**src/rtl/channel_pkg.sv**
```systemverilog
// Shared state encodings for the channel_buffer input and output handshake FSMs.
package channel_pkg;

  typedef enum logic {
    IN_IDLE = 1'b0,
    IN_HOLD = 1'b1
  } in_state_t;

  typedef enum logic [1:0] {
    OUT_IDLE = 2'd0,
    OUT_REQ  = 2'd1,
    OUT_WAIT = 2'd2
  } out_state_t;

endpackage

```
**src/rtl/channel_fifo_mem.sv**
```systemverilog
// DEPTH x WIDTH circular store with wrapping pointers and an occupancy count.
// The head word is presented combinationally so a pop sees the pre-write head.
module channel_fifo_mem #(
  parameter int WIDTH  = 32,
  parameter int DEPTH  = 4,
  parameter int ADDR_W = 2
) (
  input  logic              clk,
  input  logic              rst,
  input  logic              push,
  input  logic              pop,
  input  logic [WIDTH-1:0]  wdata,
  output logic [WIDTH-1:0]  rdata,
  output logic [ADDR_W:0]   count
);

  localparam logic [ADDR_W-1:0] PTR_ONE   = ADDR_W'(1);
  localparam logic [ADDR_W:0]   COUNT_ONE = (ADDR_W + 1)'(1);

  logic [WIDTH-1:0]  mem [DEPTH];
  logic [ADDR_W-1:0] wr_ptr_reg;
  logic [ADDR_W-1:0] rd_ptr_reg;
  logic [ADDR_W:0]   count_reg;

  always_ff @(posedge clk) begin
    if (push && rst) begin
      mem[wr_ptr_reg] <= wdata;
    end
  end

  // Pointers wrap naturally because DEPTH is a power of two.
  always_ff @(posedge clk) begin
    if (!rst) begin
      wr_ptr_reg <= '0;
      rd_ptr_reg <= '0;
      count_reg  <= '0;
    end else begin
      if (push) wr_ptr_reg <= wr_ptr_reg + PTR_ONE;
      if (pop)  rd_ptr_reg <= rd_ptr_reg + PTR_ONE;
      case ({push, pop})
        2'b10:   count_reg <= count_reg + COUNT_ONE;
        2'b01:   count_reg <= count_reg - COUNT_ONE;
        default: count_reg <= count_reg;
      endcase
    end
  end

  assign rdata = mem[rd_ptr_reg];
  assign count = count_reg;

endmodule

```
**src/rtl/channel_buffer.sv**
```systemverilog
// Elastic buffer between two 4-phase en/ack channels: an input FSM writes
// accepted words into the FIFO, an output FSM re-issues them downstream.
module channel_buffer
  import channel_pkg::*;
#(
  parameter int WIDTH  = 32,
  parameter int DEPTH  = 4,
  parameter int ADDR_W = 2
) (
  input  logic              clk,
  input  logic              rst,
  input  logic [WIDTH-1:0]  in_data,
  input  logic              in_en,
  output logic              in_ack,
  output logic [WIDTH-1:0]  out_data,
  output logic              out_en,
  input  logic              out_ack,
  output logic [ADDR_W:0]   count
);

  localparam logic [ADDR_W:0] FULL_COUNT = (ADDR_W + 1)'(DEPTH);

  in_state_t        in_state_reg,  in_state_next;
  out_state_t       out_state_reg, out_state_next;
  logic             push;
  logic             pop;
  logic [WIDTH-1:0] head;
  logic             in_ack_next;
  logic             out_en_next;
  logic [WIDTH-1:0] out_data_next;

  channel_fifo_mem #(
    .WIDTH  (WIDTH),
    .DEPTH  (DEPTH),
    .ADDR_W (ADDR_W)
  ) fifo (
    .clk   (clk),
    .rst   (rst),
    .push  (push),
    .pop   (pop),
    .wdata (in_data),
    .rdata (head),
    .count (count)
  );

  always_ff @(posedge clk) begin
    if (!rst) begin
      in_state_reg  <= IN_IDLE;
      out_state_reg <= OUT_IDLE;
      in_ack        <= 1'b0;
      out_en        <= 1'b0;
      out_data      <= '0;
    end else begin
      in_state_reg  <= in_state_next;
      out_state_reg <= out_state_next;
      in_ack        <= in_ack_next;
      out_en        <= out_en_next;
      out_data      <= out_data_next;
    end
  end

  always_comb begin
    in_state_next  = in_state_reg;
    out_state_next = out_state_reg;
    case (in_state_reg)
      IN_IDLE: if (in_en && (count < FULL_COUNT)) in_state_next = IN_HOLD;
      IN_HOLD: if (!in_en) in_state_next = IN_IDLE;
      default: in_state_next = IN_IDLE;
    endcase
    case (out_state_reg)
      OUT_IDLE: if (count != '0) out_state_next = OUT_REQ;
      OUT_REQ:  if (out_ack) out_state_next = OUT_WAIT;
      OUT_WAIT: if (!out_ack) out_state_next = OUT_IDLE;
      default:  out_state_next = OUT_IDLE;
    endcase
  end

  // Exactly one push per request: it only fires on the IN_IDLE -> IN_HOLD step.
  always_comb begin
    push          = 1'b0;
    pop           = 1'b0;
    in_ack_next   = in_ack;
    out_en_next   = out_en;
    out_data_next = out_data;
    case (in_state_reg)
      IN_IDLE: begin
        if (in_en && (count < FULL_COUNT)) begin
          push        = 1'b1;
          in_ack_next = 1'b1;
        end
      end
      IN_HOLD: if (!in_en) in_ack_next = 1'b0;
      default: in_ack_next = 1'b0;
    endcase
    case (out_state_reg)
      OUT_IDLE: begin
        if (count != '0) begin
          pop           = 1'b1;
          out_en_next   = 1'b1;
          out_data_next = head;
        end
      end
      OUT_REQ:  if (out_ack) out_en_next = 1'b0;
      OUT_WAIT: out_en_next = 1'b0;
      default:  out_en_next = 1'b0;
    endcase
  end

endmodule
```
**config.mk**
```make
export PLATFORM = sky130hd
export DESIGN_NAME = channel_buffer
export DESIGN_NICKNAME = d
export VERILOG_FILES = /design/src/rtl/channel_pkg.sv /design/src/rtl/channel_fifo_mem.sv /design/src/rtl/channel_buffer.sv
export SDC_FILE = /design/constraint.sdc
export NUM_CORES = 1
export LEC_CHECK = 0
export CAP_MARGIN = 20
export CELL_PAD_IN_SITES_DETAIL_PLACEMENT = 0
export CELL_PAD_IN_SITES_GLOBAL_PLACEMENT = 2
export CORE_MARGIN = 2
export CORE_UTILIZATION = 38
export CTS_CLUSTER_DIAMETER = 80
export DETAILED_ROUTE_END_ITERATION = 10
export PLACE_DENSITY = 0.86
export SYNTH_ARGS = -nofsm -noshare
export SYNTH_HDL_FRONTEND = slang
export SYNTH_SLANG_ARGS = --single-unit
```
**constraint.sdc**
```tcl
create_clock -name clk -period 2.2 [get_ports clk]
set_input_delay 0.22 -clock clk [delete_from_list [all_inputs] [get_ports clk]]
set_output_delay 0.22 -clock clk [all_outputs]
set_load 0.02 [all_outputs]
```
==> run notes <==
Update from the flow run.

For the completed layout, the total cell area is recorded as 0.007959 sq mm. Summing every instance area after synthesis gives 0.006266 sq mm. The flip-flop and latch count after synthesis is 172.

The area share of buffers outside the clock network is 11.70%. According to the dpl log, the detail-placed design has an HPWL of 7.409 mm. Across the VDD grid, the largest voltage drop is 0.8217 mV.

The average footprint of a synthesized cell is 20.34 sq um. The number of setup violations in the final report is 0. The kind of cell with the highest combined delay along the critical path is simple AND/OR/NAND/NOR gates. The clock tree synthesis step divided the H-tree into 4 levels. The worst path arrival time is 2430 ps.

Of the cells placed in the final design, the portion with a size suffix greater than 1 is 22.46%. The slowest library cell on the worst path is dfxtp_1. The horizontal die dimension reported for this design is 132.4 um. The via count of the first global-routing pass is 3297. The number of vias per cell is 5.027. In this run the core area contains 46 standard-cell rows. The type of the most critical hold path is in2reg. Internal power comes to 7178 uW.

The sequential power reported by the tool is 4180 uW. Per the final report, max-transition violations number 0. The flow ran to the end, and the final reports show no timing, DRC or antenna violations. Per the synth stats, the proportion of register bits with asynchronous set or reset is 0%.

The number of signal-net inverters in the final layout is 9. Looking at the clock tree report, the maximum root-to-sink buffer count equals 2. The number of nets at floorplan is 350. The peak clock frequency supported by timing is 0.4813 GHz. The starting density of the core is 39.16%. The report lists the number of cells resized after CTS as 0.
==> cells by family after synthesis <==
| family | synth area share [%] |
|---|---|
| flops | 75.40 |
| compound gates | 5.891 |
| mux | 11.66 |
| buf+inv | 2.856 |
| simple gates | 2.316 |
| fa+ha+maj | 1.318 |
| xor+xnor | 0.5592 |
==> through the flow <==
stage	std cells	TNS (ps)
floorplan	308	0
global placement	598	0
detailed placement	598	-13.69
CTS	630	0
global route	630	-10.64
finish	630	0
==> synth_stat cells (4+ instances only) <==
master	instances	area, sq um
a22o_1	29	254.0
inv_1	8	30.03
buf_2	4	20.02
dfxtp_1	44	880.8
and3_1	5	31.28
nor2_1	6	22.52
mux4_2	32	720.7
ha_1	5	62.56
edfxtp_1	128	3844
buf_6	8	90.09
a21oi_1	6	30.03
**Cells colored by class**

Bar = 50 um.
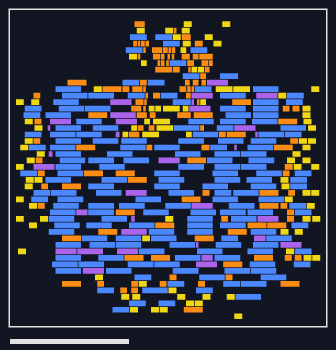
[orange] combinational and other logic | cells: 120 | share of their area: 18%
[blue] sequential cells | cells: 172 | share of their area: 61%
[purple] clock drivers and dummy loads | cells: 32 | share of their area: 8.0%
[yellow] remaining buffers and delay cells | cells: 90 | share of their area: 12%
fraction of the core area covered by cells at the end of the flow: 49.74%
Placeable Area: 0.01600 sq mm

**Clock wires, drivers and flops**

Bar = 50 um.
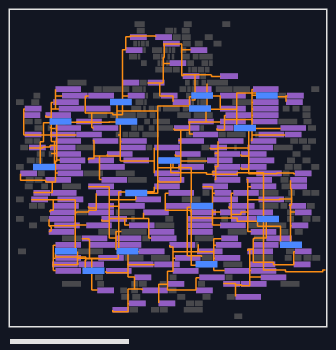
[blue] clock drivers | count: 17
[purple] flip-flops | count: 172
[orange] clock wires | length: 1890 um
routed clock nets: 18
Clk. pwr: 3070 uW
share of power burned in the clock network: 31.3%
setup skew after layout: 7.774 ps
clk ins delay skew pair: 420 ps

No activity file was given, so power comes from the tool's default toggle rates.
